==> config.mk <==
export PLATFORM = sky130hd
export DESIGN_NAME = wb_bus_arbiter
export DESIGN_NICKNAME = d
export VERILOG_FILES = /design/src/rtl/wb_bus_arbiter.sv
export SDC_FILE = /design/constraint.sdc
export NUM_CORES = 1
export LEC_CHECK = 0
export CAP_MARGIN = 20
export CORE_AREA = 2 2 123 125
export CTS_CLUSTER_DIAMETER = 40
export DETAILED_ROUTE_END_ITERATION = 6
export DIE_AREA = 0 0 125 127
export PLACE_DENSITY = 0.62
export SYNTH_ARGS = -nofsm -noshare
export SYNTH_HDL_FRONTEND = slang
export SYNTH_SLANG_ARGS = --single-unit
export TNS_END_PERCENT = 100
==> constraint.sdc <==
create_clock -name clk_i -period 2.1 [get_ports clk_i]
set_input_delay 0.315 -clock clk_i [delete_from_list [all_inputs] [get_ports clk_i]]
set_output_delay 0.315 -clock clk_i [all_outputs]
set_load 0.03 [all_outputs]
Fig. 1: run 1, power grid
Pins as bars on the die edge.
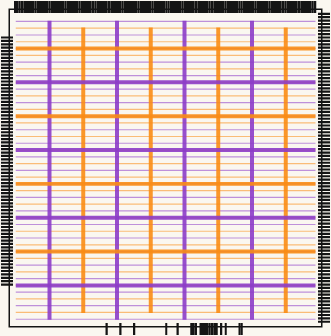
legend:
  VDD:
    color: orange
  VSS:
    color: purple
met1 rails: 45
signal pins: 318
horizontal die dimension: 125 um
die height: 127 um
area of the core region: 14400 um^2
maximum resistive drop on vdd: 0.461 mV

Fig. 2: run 1, placed cells, one color a class
Scale bar: 50 um.
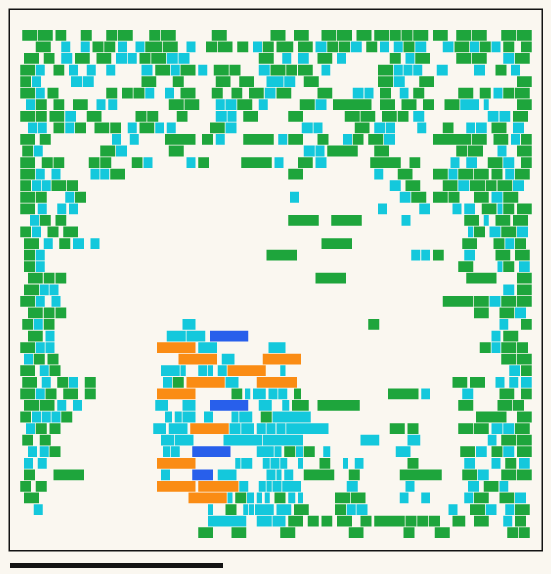
legend:
  combinational and other logic:
    color: cyan
    cells: 285
  other buffers and delay cells:
    color: green
    cells: 342
  clock drivers and dummy loads:
    color: blue
    cells: 4
  flops:
    color: orange
    cells: 12
standard-cell rows: 44
register share of the cell area: 5.08%
final core utilization: 41.3%
finished layout cell area: 5960 um^2

Fig. 3: run 1, clock network drawn from the DEF
Scale bar: 50 um.
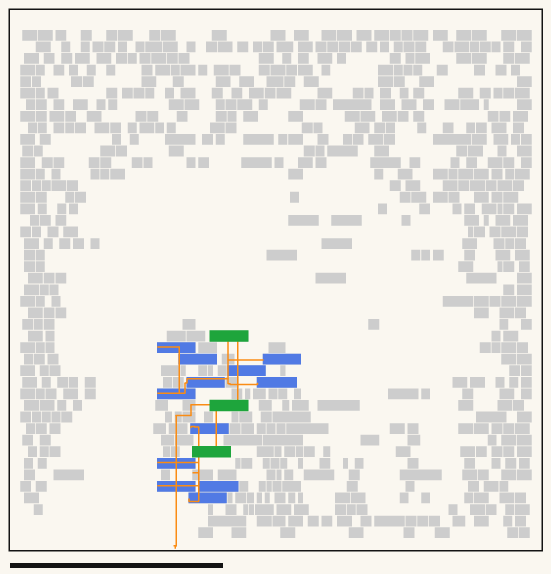
legend:
  clock wires:
    color: orange
    length: 198 um
  flip-flops:
    color: blue
    count: 12
  clock drivers:
    color: green
    count: 3
routed clock nets: 4
clock latency on the worst-skew pair: 0.24 ns
Clock Skews: 0.00315 ns
power share of the clock group: 5.1%

==> COMMIT_EDITMSG <==
Store results of the implementation flow

* Clock sink total: 12
- Vias in the first global route: 3643
* Switching Power: 0.00419 W
* PnR worst setup slack: 0.0556 ns
- By area the synthesized netlist is led by a22oi_1 24%, and2_1 19%, nor2_1 13%, dfrtp_1 13%, clkbuf_1 5.0%.
* Worst Tran Pin Value: approximately 0.44 ns
* Element type at the critical path start: flop
* Area growth from synthesis to layout: 171%
- After the first detailed-routing iteration, the DRC count stood at 188.
- During synthesis, Yosys emitted a total of 0 warnings.
* Total gr overflow: 0
* Hold violation count in the final report: 0
* Instance tally after logic synthesis: 330
- Across the run, the number of max-cap violations was 0.
- Net switching is 55.4% of the power.
- Worst setup EP type: output pin
* Share of final-layout standard cells stronger than drive strength 1: 39.2%
* Internal power summed over all cells: 0.00337 W
* Root Buffer Master: clkbuf_16
- According to the timing report, the data required time at the worst endpoint equals 1.78 ns.
- The netlist uses 38 different library cells.
- Class of the most critical setup path: reg2out
* Maximum net fanout on the critical path: 29
- Total of endpoints with negative setup slack in the final report: 0
- Entering global routing, the biggest net connects 63 pins.
* Post-Synthesis Cell Area: 2200 um^2
- For this design, Yosys synthesis ends with a cell count of 330.
* Flops out of synthesis: 12
- For this run, design rule violations remaining after detail routing come to 0.
- Detailed-router iteration count before antenna repair: 4
* Worst-path clk slew: 0.04 ns
- STA puts the critical path data arrival time at 1.73 ns.
* Total power: 0.00755 W
- At floorplan, the net count of the design was reported as just over 500.
* Min-Delay Path Class: in2async
* Prevailing post-synth register cell: dfrtp_1
* Number of H-tree levels: 1
- Leakage power summed over all cells: approximately 2.5 nW
- Fraction of power consumed by combinational cells: 90.9%
* CTS tree: done
- Counting flops with an async set or reset pin after synthesis yields a share of 100%.
- Clock buffer count from CTS: 3
- Worst setup slack after placement: -0.158 ns
- The number of antenna violations at the first check in global routing was 0.
- The register with the most flip-flops in the layout has 8 of them.
- The first global-routing pass estimated around 20 mm of wire.
* Number of ports placed on the die boundary: between 300 and 400
* Detail Placement HPWL: 11.2 mm
- The detail route stage leaves a number of antenna-violating nets equal to 0.
* Post-synth seq share: 13.7%
- Logic depth along the worst register-to-register path is recorded as 7.
* Worst slew margin relative to its limit: 70.7%
* Yosys stat area: around 2200 um^2
- The routed design has roughly 14 mm of wire.
- Leading post-synthesis cells by instance count: 74 x nor2_1, 69 x a22oi_1, 67 x and2_1
- Register-to-register path setup slack: 0.10 ns
* Hold buffer count at cts: 0
- Counting pins that exceed their max-slew limit in the final report gives 0.
- The final timing summary puts the cycle share of the worst path at 97.4%.
- # diodes: 0
* Power Dens Cells: 1270 nW/um^2
* Area leader, netlist: a22oi_1
- Yosys mapped a number of flops with a built-in enable equal to 0.
- Maximum operating frequency: 489 MHz
- Initial core utilization: about 15%
- Synth Area per Inst: about 6.7 um^2
- Part of the total power dissipated in sequential elements: 4.0%
- Summing over every cut layer, the via total after detailed routing is 3733.
- TritonRoute output was used to compute an average wire per cell of 17.1 um.
* Most repeated cell in the gate-level netlist after synthesis: nor2_1
* Synth top area share: 23.6%
* Final min period: roughly 2.0 ns
- Full die area: 15900 um^2
* Port bufs: 317
- Combined global-route utilization of all metal layers: approximately 15%
- The placement summary gives the final routability congestion estimate as 0.905.
- Count of tool warnings: 34
- The flow ran to the end, and the final reports show no timing, DRC or antenna violations.
- The routed design shows a via density per instance of 4.51.
- Unrepaired setup endpoints after global routing: true
- Per the CTS log, the buffer count on the longest clock path is 2.
- At the end of the flow, the number of nets in the layout was 829.
-- run 1: through the flow --
step / setup TNS (ns) / hold slack (ns) / cells / utilization (%) / cell area (um^2)
5_1_grt: -0.0981 / 0.451 / 827 / 41.3 / 5960
3_5_place_dp: -0.957 / 0.532 / 813 / 39.2 / 5650
3_3_place_gp: -0.0463 / 0.537 / 813 / 39.2 / 5650
4_1_cts: 0 / 0.403 / 817 / 40.0 / 5770
2_1_floorplan: -0.513 / 0.179 / 330 / - / 2360
6_report: 0 / 0.381 / 827 / 41.3 / 5960
-- run 1: final cells by class --
class	count	area (um^2)
Sequential cell	12	303
Inverter	8	40.0
Clock buffer	4	88.8
Timing Repair Buffer	342	3310
Fill cell	1436	8460
Tap cell	184	230
Multi-Input combinational cell	277	1990
-- run 1: timing repair --
item,CTS,global route
gates cloned,0,2
pin swaps,0,5
endpoints found under the setup margin,46,57
resized,9,17
buffers inserted,0,8
-- run 1: kinds of logic (layout without fill, tap and decap cells) --
kind of cell / Yosys count / count (layout) / share of synthesized area [%]
XOR/XNOR: 6 / 6 / 2.39
flip-flops: 12 / 12 / 13.7
adder cells (fa/ha/maj): 8 / 8 / 4.56
AND/OR/NAND/NOR: 172 / 172 / 40.0
multiplexers: 1 / 1 / 0.456
AND-OR/OR-AND: 90 / 90 / 31.4
buffers and inverters: 41 / 354 / 7.40
-- run 1: layer usage --
layer / GRT usage (%) / vias to the layer above / wire length (um)
li1: - / 1797 / -
met1: 18.8 / 1729 / 5440
met2: 27.8 / 197 / 7400
met3: 4.27 / 10 / 1200
met4: 2.48 / 0 / 140
met5: 0 / - / 0
-- run 1: worst max-delay path, stage by stage, from the launching register on --
cell and delay (ns):
dfrtp_1 0.38, inv_2 0.14, ha_4 0.21, buf_4 0.15
buf_16 0.17, a22oi_2 0.13, nor2_2 0.15, buf_12 0.14
-- run 1: power groups by stage --
| stage | sequential [W] | clock, W | combinational, W |
|---|---|---|---|
| floorplan | 0.000306 | 0 | 0.00375 |
| global placement | 0.000297 | 0 | 0.00642 |
| detailed placement | 0.000296 | 0 | 0.00648 |
| CTS | 0.000296 | 0.000390 | 0.00658 |
| global route | 0.000306 | 0.000402 | 0.00728 |
| finish | 0.000302 | 0.000386 | 0.00687 |
-- run 1: placed cells by master (no fill, tap or decap), drive strengths merged, types with 2 or more instances in the layout --
master | synthesis | routed
nor2b | 2 | 2
clkdlybuf4s50 | 0 | 177
nor4 | 8 | 8
o21ai | 5 | 5
dfrtp | 11 | 11
a21oi | 3 | 3
clkbuf | 29 | 6
xor2 | 5 | 5
nand2 | 6 | 6
and2 | 67 | 67
nor3b | 2 | 2
nand2b | 3 | 3
a222oi | 2 | 2
a31oi | 3 | 3
inv | 8 | 8
nand3 | 4 | 4
and4 | 2 | 2
ha | 8 | 8
a22oi | 69 | 69
buf | 4 | 162
nor2 | 74 | 74
No activity file was given, so power comes from the tool's default toggle rates.
